===== config.mk =====
export PLATFORM = sky130hd
export DESIGN_NAME = etr_conditioner
export DESIGN_NICKNAME = d
export VERILOG_FILES = /design/src/rtl/gpt_pkg.sv /design/src/rtl/gpt_sync_cell.sv /design/src/rtl/etr_conditioner.sv
export SDC_FILE = /design/constraint.sdc
export NUM_CORES = 1
export LEC_CHECK = 0
export CAP_MARGIN = 20
export CORE_UTILIZATION = 40
export CTS_BUF_LIST = sky130_fd_sc_hd__clkbuf_4 sky130_fd_sc_hd__clkbuf_8 sky130_fd_sc_hd__clkbuf_16
export DETAILED_ROUTE_END_ITERATION = 8
export PLACE_DENSITY_LB_ADDON = 0.12
export SYNTH_ARGS = -nofsm -noshare
export SYNTH_HDL_FRONTEND = slang
export SYNTH_SLANG_ARGS = --single-unit

===== constraint.sdc =====
create_clock -name clk_i -period 2 [get_ports clk_i]
set_input_delay 0.4 -clock clk_i [delete_from_list [all_inputs] [get_ports clk_i]]
set_output_delay 0.4 -clock clk_i [all_outputs]
set_load 0.01 [all_outputs]

===== src/rtl/gpt_pkg.sv =====
// Shared timer package: enumerations and widths used by the trigger-input
// conditioners and the slave-mode logic.
//   etps_e       - ETR edge prescaler selection (/1, /2, /4, /8)
//   filt_state_e - digital filter output level
//   GPT_ETF_W    - width of the filter length fields
//   psc_last()   - terminal prescaler count (N-1) for a given division
package gpt_pkg;

    localparam int GPT_ETF_W = 4;

    typedef enum logic [1:0] {
        ETPS_DIV1,
        ETPS_DIV2,
        ETPS_DIV4,
        ETPS_DIV8
    } etps_e;

    typedef enum logic {
        ST_LOW,
        ST_HIGH
    } filt_state_e;

    function automatic logic [2:0] psc_last(input etps_e div);
        logic [2:0] last;
        case (div)
            ETPS_DIV1: last = 3'd0;
            ETPS_DIV2: last = 3'd1;
            ETPS_DIV4: last = 3'd3;
            default:   last = 3'd7;
        endcase
        return last;
    endfunction

endpackage


===== src/rtl/gpt_sync_cell.sv =====
// Generic multi-flop synchroniser for asynchronous timer inputs (ETR, TIx).
//   clk_i      - destination clock
//   aresetn_i  - asynchronous active-low reset, chain clears to 0
//   d_i        - asynchronous input
//   q_o        - synchronised output, STAGES clocks of latency
module gpt_sync_cell #(
    parameter int STAGES = 2
) (
    input  logic clk_i,
    input  logic aresetn_i,
    input  logic d_i,
    output logic q_o
);

    logic [STAGES-1:0] sync_q;

    always_ff @(posedge clk_i or negedge aresetn_i) begin
        if (!aresetn_i) begin
            sync_q <= '0;
        end else begin
            sync_q <= {sync_q[STAGES-2:0], d_i};
        end
    end

    assign q_o = sync_q[STAGES-1];

endmodule


===== src/rtl/etr_conditioner.sv =====
// External trigger (ETR) receive path: synchronise, polarity-correct,
// digitally filter, detect rising edges and prescale them.
//   clk_i      - timer kernel clock
//   aresetn_i  - asynchronous active-low reset
//   etr_i      - raw trigger pin (asynchronous)
//   ece_i      - enable; 0 holds the block idle
//   etp_i      - polarity; 1 inverts the pin
//   etf_i      - filter length; 0 bypass, k needs k+1 agreeing samples
//   etps_i     - edge prescaler selection (/1, /2, /4, /8)
//   smpl_en_i  - filter sample strobe
//   etrf_o     - filtered level
//   edge_o     - one-cycle pulse per rising edge of etrf_o
//   etrp_o     - one-cycle pulse on every Nth edge_o
module etr_conditioner
    import gpt_pkg::*;
#(
    parameter int SYNC_STAGES = 2,
    parameter int FILT_W      = GPT_ETF_W
) (
    input  logic              clk_i,
    input  logic              aresetn_i,
    input  logic              etr_i,
    input  logic              ece_i,
    input  logic              etp_i,
    input  logic [FILT_W-1:0] etf_i,
    input  logic [1:0]        etps_i,
    input  logic              smpl_en_i,
    output logic              etrf_o,
    output logic              edge_o,
    output logic              etrp_o
);

    logic              sync_out;
    logic              s;
    filt_state_e       state_q, state_d;
    logic [FILT_W-1:0] run_cnt, run_cnt_d;
    logic [FILT_W-1:0] etf_q;
    logic [1:0]        etps_q;
    logic              etrf_q;
    logic              edge_q;
    logic [2:0]        psc_cnt, psc_cnt_d;
    logic              etps_chg;
    logic              cfg_chg;
    logic              psc_wrap;

    gpt_sync_cell #(
        .STAGES (SYNC_STAGES)
    ) u_sync (
        .clk_i     (clk_i),
        .aresetn_i (aresetn_i),
        .d_i       (etr_i),
        .q_o       (sync_out)
    );

    assign s        = sync_out ^ etp_i;
    assign etps_chg = (etps_i != etps_q);
    assign cfg_chg  = etps_chg | (etf_i != etf_q);
    assign etrf_o   = (state_q == ST_HIGH);
    assign edge_o   = edge_q;

    // Filter next state: run_cnt counts consecutive samples disagreeing with
    // the current level; the level flips on the (etf_i+1)th one.
    always_comb begin
        state_d   = state_q;
        run_cnt_d = run_cnt;
        if (!ece_i) begin
            state_d   = ST_LOW;
            run_cnt_d = '0;
        end else if (etf_i == '0) begin
            state_d   = s ? ST_HIGH : ST_LOW;
            run_cnt_d = '0;
        end else if (smpl_en_i) begin
            if (s == etrf_o) begin
                run_cnt_d = '0;
            end else if (run_cnt == etf_i) begin
                state_d   = etrf_o ? ST_LOW : ST_HIGH;
                run_cnt_d = '0;
            end else begin
                run_cnt_d = run_cnt + FILT_W'(1);
            end
        end
        // A config change restarts qualification but keeps the level.
        if (cfg_chg) begin
            run_cnt_d = '0;
        end
    end

    // Prescaler: an edge landing on an etps_i change is dropped entirely
    // (counter cleared, no pulse) so a new ratio always starts a fresh group.
    always_comb begin
        psc_wrap  = edge_q && (psc_cnt == psc_last(etps_e'(etps_i)));
        psc_cnt_d = psc_cnt;
        if (!ece_i || cfg_chg) begin
            psc_cnt_d = '0;
        end else if (edge_q) begin
            psc_cnt_d = psc_wrap ? 3'd0 : psc_cnt + 3'd1;
        end
        etrp_o = psc_wrap & ~etps_chg;
    end

    always_ff @(posedge clk_i or negedge aresetn_i) begin
        if (!aresetn_i) begin
            state_q <= ST_LOW;
            run_cnt <= '0;
            etf_q   <= '0;
            etps_q  <= '0;
            etrf_q  <= 1'b0;
            edge_q  <= 1'b0;
            psc_cnt <= '0;
        end else begin
            state_q <= state_d;
            run_cnt <= run_cnt_d;
            etf_q   <= etf_i;
            etps_q  <= etps_i;
            etrf_q  <= ece_i & etrf_o;
            edge_q  <= ece_i & etrf_o & ~etrf_q;
            psc_cnt <= psc_cnt_d;
        end
    end

endmodule


### Routed metal, one colour a layer, run 1

Drawn at 8 px/um.
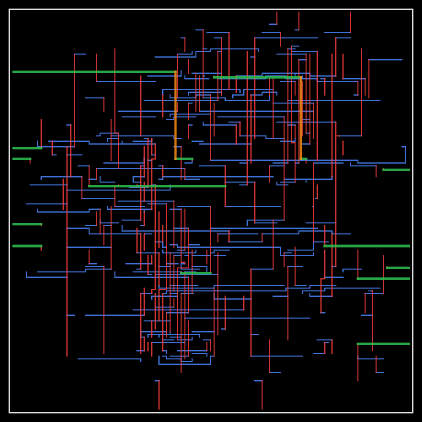
metal 2: marked red, wire length 789 um. metal 1: marked blue, wire length 875 um. metal 4: marked orange, wire length 21.1 um. metal 3: marked green, wire length 96.0 um.
drt wl/cell: 12.54 um
drt total wl: 1781 um
total track usage: 17.16%
via count: 737

### A small window of the routed layout, run 1

Window x 28 to 48, y 3 to 23 um. Cells in grey, sequential cells in the stronger grey; small squares are vias.
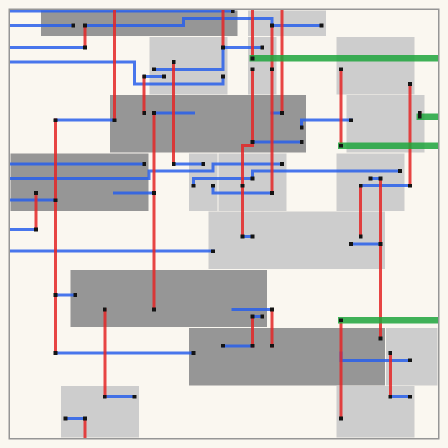
metal 3: marked green. metal 2: marked red. metal 1: marked blue.
15 logic cells have their middle in the window. Most frequent: dfrtp_1 (4), clkdlybuf4s50_1 (4). Netlist names of flops here include u_sync.sync_q (2). Sequential cells in the window: 4.

### Register map, names as in the netlist, run 1

Drawn at 10 px/um. Other sequential cells in the stronger grey, the rest of the logic in the fainter grey.
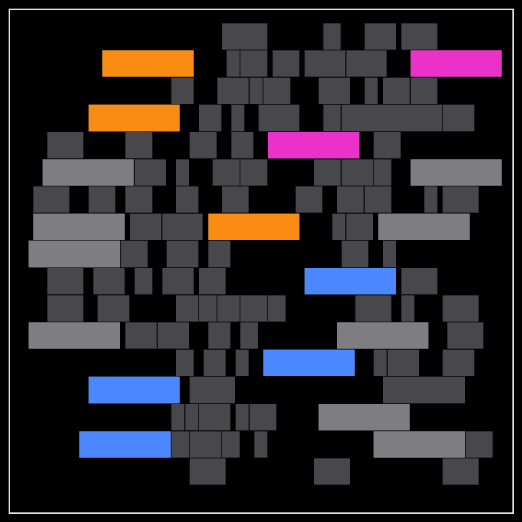
psc_cnt: marked orange, flops 3. run_cnt: marked blue, flops 4. etps_q: marked magenta, flops 2.
Another 9 sequential cells are not coloured.
final core utilization: 55.49%
sequential share of cell area: 36.70%

### Routed clock nets over the placement, run 1

Drawn at 6 px/um.
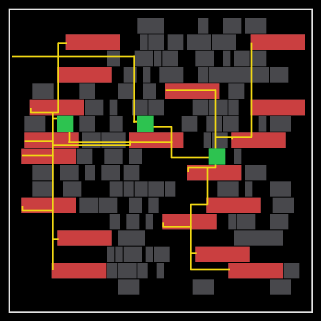
flip-flops: marked red, count 18. clock wires: marked yellow, length 228 um. clock drivers: marked green, count 3.
There are 4 routed clock nets.
Final Skew: 0.5088 ps
Clk power: 0.175 mW

==> results_dict.tcl, run 1 <==
# place-and-route summary
set metrics [dict create \
    status "finished, violations left" \
    violations "negative setup slack" \
    path_cells "or3_4, o32ai_4, o2111a_1, buf_2" \
    core_mm2 0.002212 \
    grt_most_used_layer "met2" \
    cts_max_level 1 \
    min_path_cells 0 \
    setup-violations-final 1 \
    min_period_ps 2023 \
    clock.fmax_ghz 0.4942 \
    ys_dominant_reg_cell "dfrtp_1" \
    clk_latency_ps 290 \
    max_stage_delay_ps 410 \
    cp_data_required_time_ps 1600 \
    design_area_mm2 0.001227 \
    layout-drive-gt1-share_pct 18.42 \
    antenna_cells 0 \
    firstDrtPassIters 4 \
    die_w_um 50.24 \
    die_area_mm2 0.002524 \
    top_level_ports 15 \
    yosys_area_um2 930.9 \
    avgSynthCellArea_um2 11.22 \
    setup_slack_ps -23.36 \
    hold_viol_final 0 \
]
run 1: cell families (layout without fill, tap and decap cells):
group | after synthesis | count (layout) | synth area share [%]
compound gates | 16 | 16 | 14.11
xor+xnor | 13 | 13 | 13.71
fa+ha+maj | 2 | 2 | 2.688
buf+inv | 3 | 34 | 1.210
flops | 18 | 18 | 48.39
mux | 1 | 1 | 1.075
simple gates | 30 | 30 | 18.82
run 1: where the power goes:
group / switching (mW) / internal [mW] / leakage (nW)
logic: 0.0476 / 0.0588 / 0.299
registers: 0.00554 / 0.373 / 0.233
clock network: 0.105 / 0.0700 / 0.0138
run 1: synthesized netlist by cell type (2+ instances only):
cell type	number	area (um^2)
a21oi_1	4	20.02
xnor2_1	8	70.07
xor2_1	4	35.03
o21a_1	2	15.01
nor2_1	3	11.26
nand4_1	3	18.77
nand4b_1	3	26.28
ha_1	2	25.02
nand2_1	9	33.78
o21ai_0	3	15.01
nor2b_1	2	12.51
inv_1	3	11.26
nor4_1	2	12.51
nand3_1	2	10.01
dfrtp_1	18	450.4
run 1: layout make-up:
class | instances | area [um^2] | share of cell area [%]
clock buffers | 3 | 22.52 | 1.835
inverters | 3 | 11.26 | 0.9174
multi-input cells | 62 | 469.2 | 38.23
flip-flops and latches | 18 | 450.4 | 36.70
well taps | 28 | 35.03 | 2.854
repair buffers | 28 | 239.0 | 19.47
run 1: critical path, delay by kind of cell, from the launching register on:
family	cells	cell delay [ps]
flip-flops	1	390
AND-OR/OR-AND	2	420
buffers and inverters	1	120
AND/OR/NAND/NOR	1	410
run 1: sequential cells by signal (all words and copies together), names as in the netlist:
signal	cells
etrf_o	1
psc_cnt	3
etf_q	4
edge_o	1
run_cnt	4
u_sync.sync_q	2
etps_q	2
etrf_q	1
run 1: cells in the final DEF, fill, tap and decap left out, types with 2 or more instances in the layout:
master,instances
o21ai_0,3
dfrtp_1,18
ha_1,2
nand3_1,2
xnor2_1,8
buf_4,14
nand4_1,3
nand4b_1,3
nor4_1,2
o21a_1,2
nor2b_1,2
xor2_1,4
clkbuf_4,3
a21oi_1,4
inv_1,3
nand2_1,9
clkdlybuf4s50_1,12
nor2_1,3
run 1: worst paths after layout:
check                                  from          endpoint  slack, ps
min                        u_sync.sync_q[0]  u_sync.sync_q[1]        360
max reg2reg                      psc_cnt[1]        psc_cnt[1]        370
min in group asynchronous         aresetn_i  u_sync.sync_q[1]        430
max                              psc_cnt[1]            etrp_o        -20
max in group asynchronous         aresetn_i          etf_q[2]       1370
min reg2reg                u_sync.sync_q[0]  u_sync.sync_q[1]        360
run 1: routing by layer:
metal	vias to the layer above	part of all wire (%)	wire [um]
li1	365	-	-
met1	352	49	874
met2	16	44	789
met3	4	5.4	96
met4	0	1.2	21
met5	-	0	0
run 1: repair_timing:
action	4_1_cts	5_1_grt
hold endpoints to repair	0	0
gates resized	5	0
buffers inserted	1	0
pin swaps	3	2
setup endpoints to repair	1	1
hold buffers	0	0
==> run 2: changes to the inputs <==
--- a/config.mk
+++ b/config.mk
@@ -6,7 +6,7 @@
 export NUM_CORES = 1
 export LEC_CHECK = 0
 export CAP_MARGIN = 20
-export CORE_UTILIZATION = 40
+export CORE_UTILIZATION = 51
 export CTS_BUF_LIST = sky130_fd_sc_hd__clkbuf_4 sky130_fd_sc_hd__clkbuf_8 sky130_fd_sc_hd__clkbuf_16
 export DETAILED_ROUTE_END_ITERATION = 8
 export PLACE_DENSITY_LB_ADDON = 0.12
==> run 2 against run 1 <==
The flow still finishes with violations (negative setup slack). First-iteration DRC count fell by 42%. Via count rose by 5.3%. Flip-flop count did not move. Cell count fell by 1.4%. Global-route usage rose by 5.9 points. Total power rose by 0.78%. Largest cell class unchanged.
==> results_dict.tcl, run 2 <==
# place-and-route summary
set metrics [dict create \
    hold_viol_final 0 \
    most_common_cell "dfrtp_1" \
    post-route-util_pct 71.45 \
    setup_slack_ps -8.728 \
    avgSynthCellArea_um2 11.22 \
    core_mm2 0.001727 \
    min_path_cells 0 \
    hold_end "u_sync.sync_q[1]" \
    design_area_mm2 0.001234 \
    critical_path.top_delay_family "AND-OR/OR-AND gates" \
    antenna_cells 0 \
    wl_um 2004 \
    clk_latency_ps 290 \
    netlist_top_cells_count "dfrtp_1, nand2_1, xnor2_1" \
    num_vias 776 \
    postCtsHoldBufs 0 \
    status "finished, violations left" \
    lay_top_count "dfrtp_1" \
    violations "negative setup slack" \
    setup-violations-final 1 \
    area_leaders "dfrtp_1, xnor2_1, xor2_1, nand2_1, o32ai_4" \
]
## run 2: worst max path at each step
stage,to,start,depth (start not counted)
3_3_place_gp,etrp_o,etps_i[1],5
6_report,etrp_o,psc_cnt[1],4
3_5_place_dp,etrp_o,etps_i[1],5
2_1_floorplan,etrp_o,psc_cnt[1],3
5_1_grt,etrp_o,psc_cnt[1],4
4_1_cts,etrp_o,psc_cnt[2],4
## run 2: kinds of logic (layout without fill, tap and decap cells)
logic type | count (synthesis) | count (layout) | share of synthesized area, %
DFF | 18 | 18 | 48.39
xor gates and xnor gates | 13 | 13 | 13.71
adders and majority gates | 2 | 2 | 2.688
buffers and inverters | 3 | 35 | 1.210
and+or+nand+nor | 30 | 30 | 18.82
AOI/OAI and AO/OA | 16 | 16 | 14.11
muxes | 1 | 1 | 1.075
## run 2: layout make-up
class	count	area [um^2]	share of cell area [%]
Clock buffer	3	22.52	1.826
Inverter	3	11.26	0.9128
Multi-Input combinational cell	62	469.2	38.03
Sequential cell	18	450.4	36.51
Tap cell	25	31.28	2.536
Timing Repair Buffer	29	249.0	20.18
## run 2: power by group
part / internal, mW / switching (mW) / total (mW)
sequential: 0.373 / 0.00594 / 0.379
combinational: 0.0598 / 0.0475 / 0.107
clock: 0.0699 / 0.108 / 0.178
## run 2: layer usage
layer  share of wire, %  up-vias  GRT usage (%)
li1                   -      372              -
met4                1.6        0          9.091
met1                 47      386          31.03
met3                2.5        4          3.600
met2                 49       14          37.65
met5                  0        -              0
## run 2: what timing repair did
item / 4_1_cts / 5_1_grt
setup buffers: 1 / 1
setup endpoints to repair: 1 / 4
pin swaps: 3 / 3
cloned: 0 / 0
gates resized: 5 / 1
## run 2: per-stage QoR
stage,setup slack (ps),std cells,power (mW),setup TNS (ps)
2_1_floorplan,315.7,83,0.4288,0
6_report,-8.728,140,0.6650,-8.728
3_3_place_gp,-563.8,135,0.4903,-980.6
5_1_grt,-98.63,140,0.6934,-98.63
4_1_cts,-94.59,139,0.6687,-94.59
3_5_place_dp,-580.2,135,0.4923,-1224
## run 2: worst register-to-register path: stages, from the launching register on
cell and delay [ps]:
dfrtp_1 390, or3_4 380, o32ai_4 230, buf_4 160
buf_4 90, buf_4 100, o32ai_1 80, and2_1 160
### Routed clock nets over the placement, run 2

Drawn at 6 px/um.
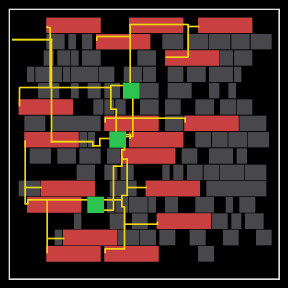
clock drivers: marked green, count 3. clock wires: marked yellow, length 232 um. flip-flops: marked red, count 18.
There are 4 routed clock nets.
Clk network pwr share: 26.8%
Final Skew: 10.04 ps
Clk power: 0.178 mW

### A small window of the routed layout, run 2

Window x 24 to 44, y 1 to 21 um. Cells in grey, sequential cells in the stronger grey; small squares are vias.
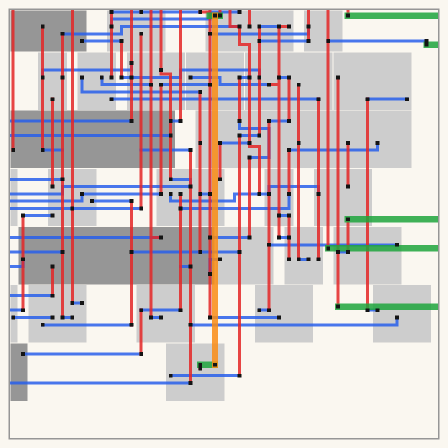
metal 1: marked blue. metal 2: marked red. metal 4: marked orange. metal 3: marked green.
Sequential cells in the window: 2. Most frequent: buf_4 (9), nand2_1 (2), dfrtp_1 (2). 24 logic cells have their middle in the window. Netlist names of flops here include etf_q (1), psc_cnt (1).

No activity file was given, so power comes from the tool's default toggle rates.
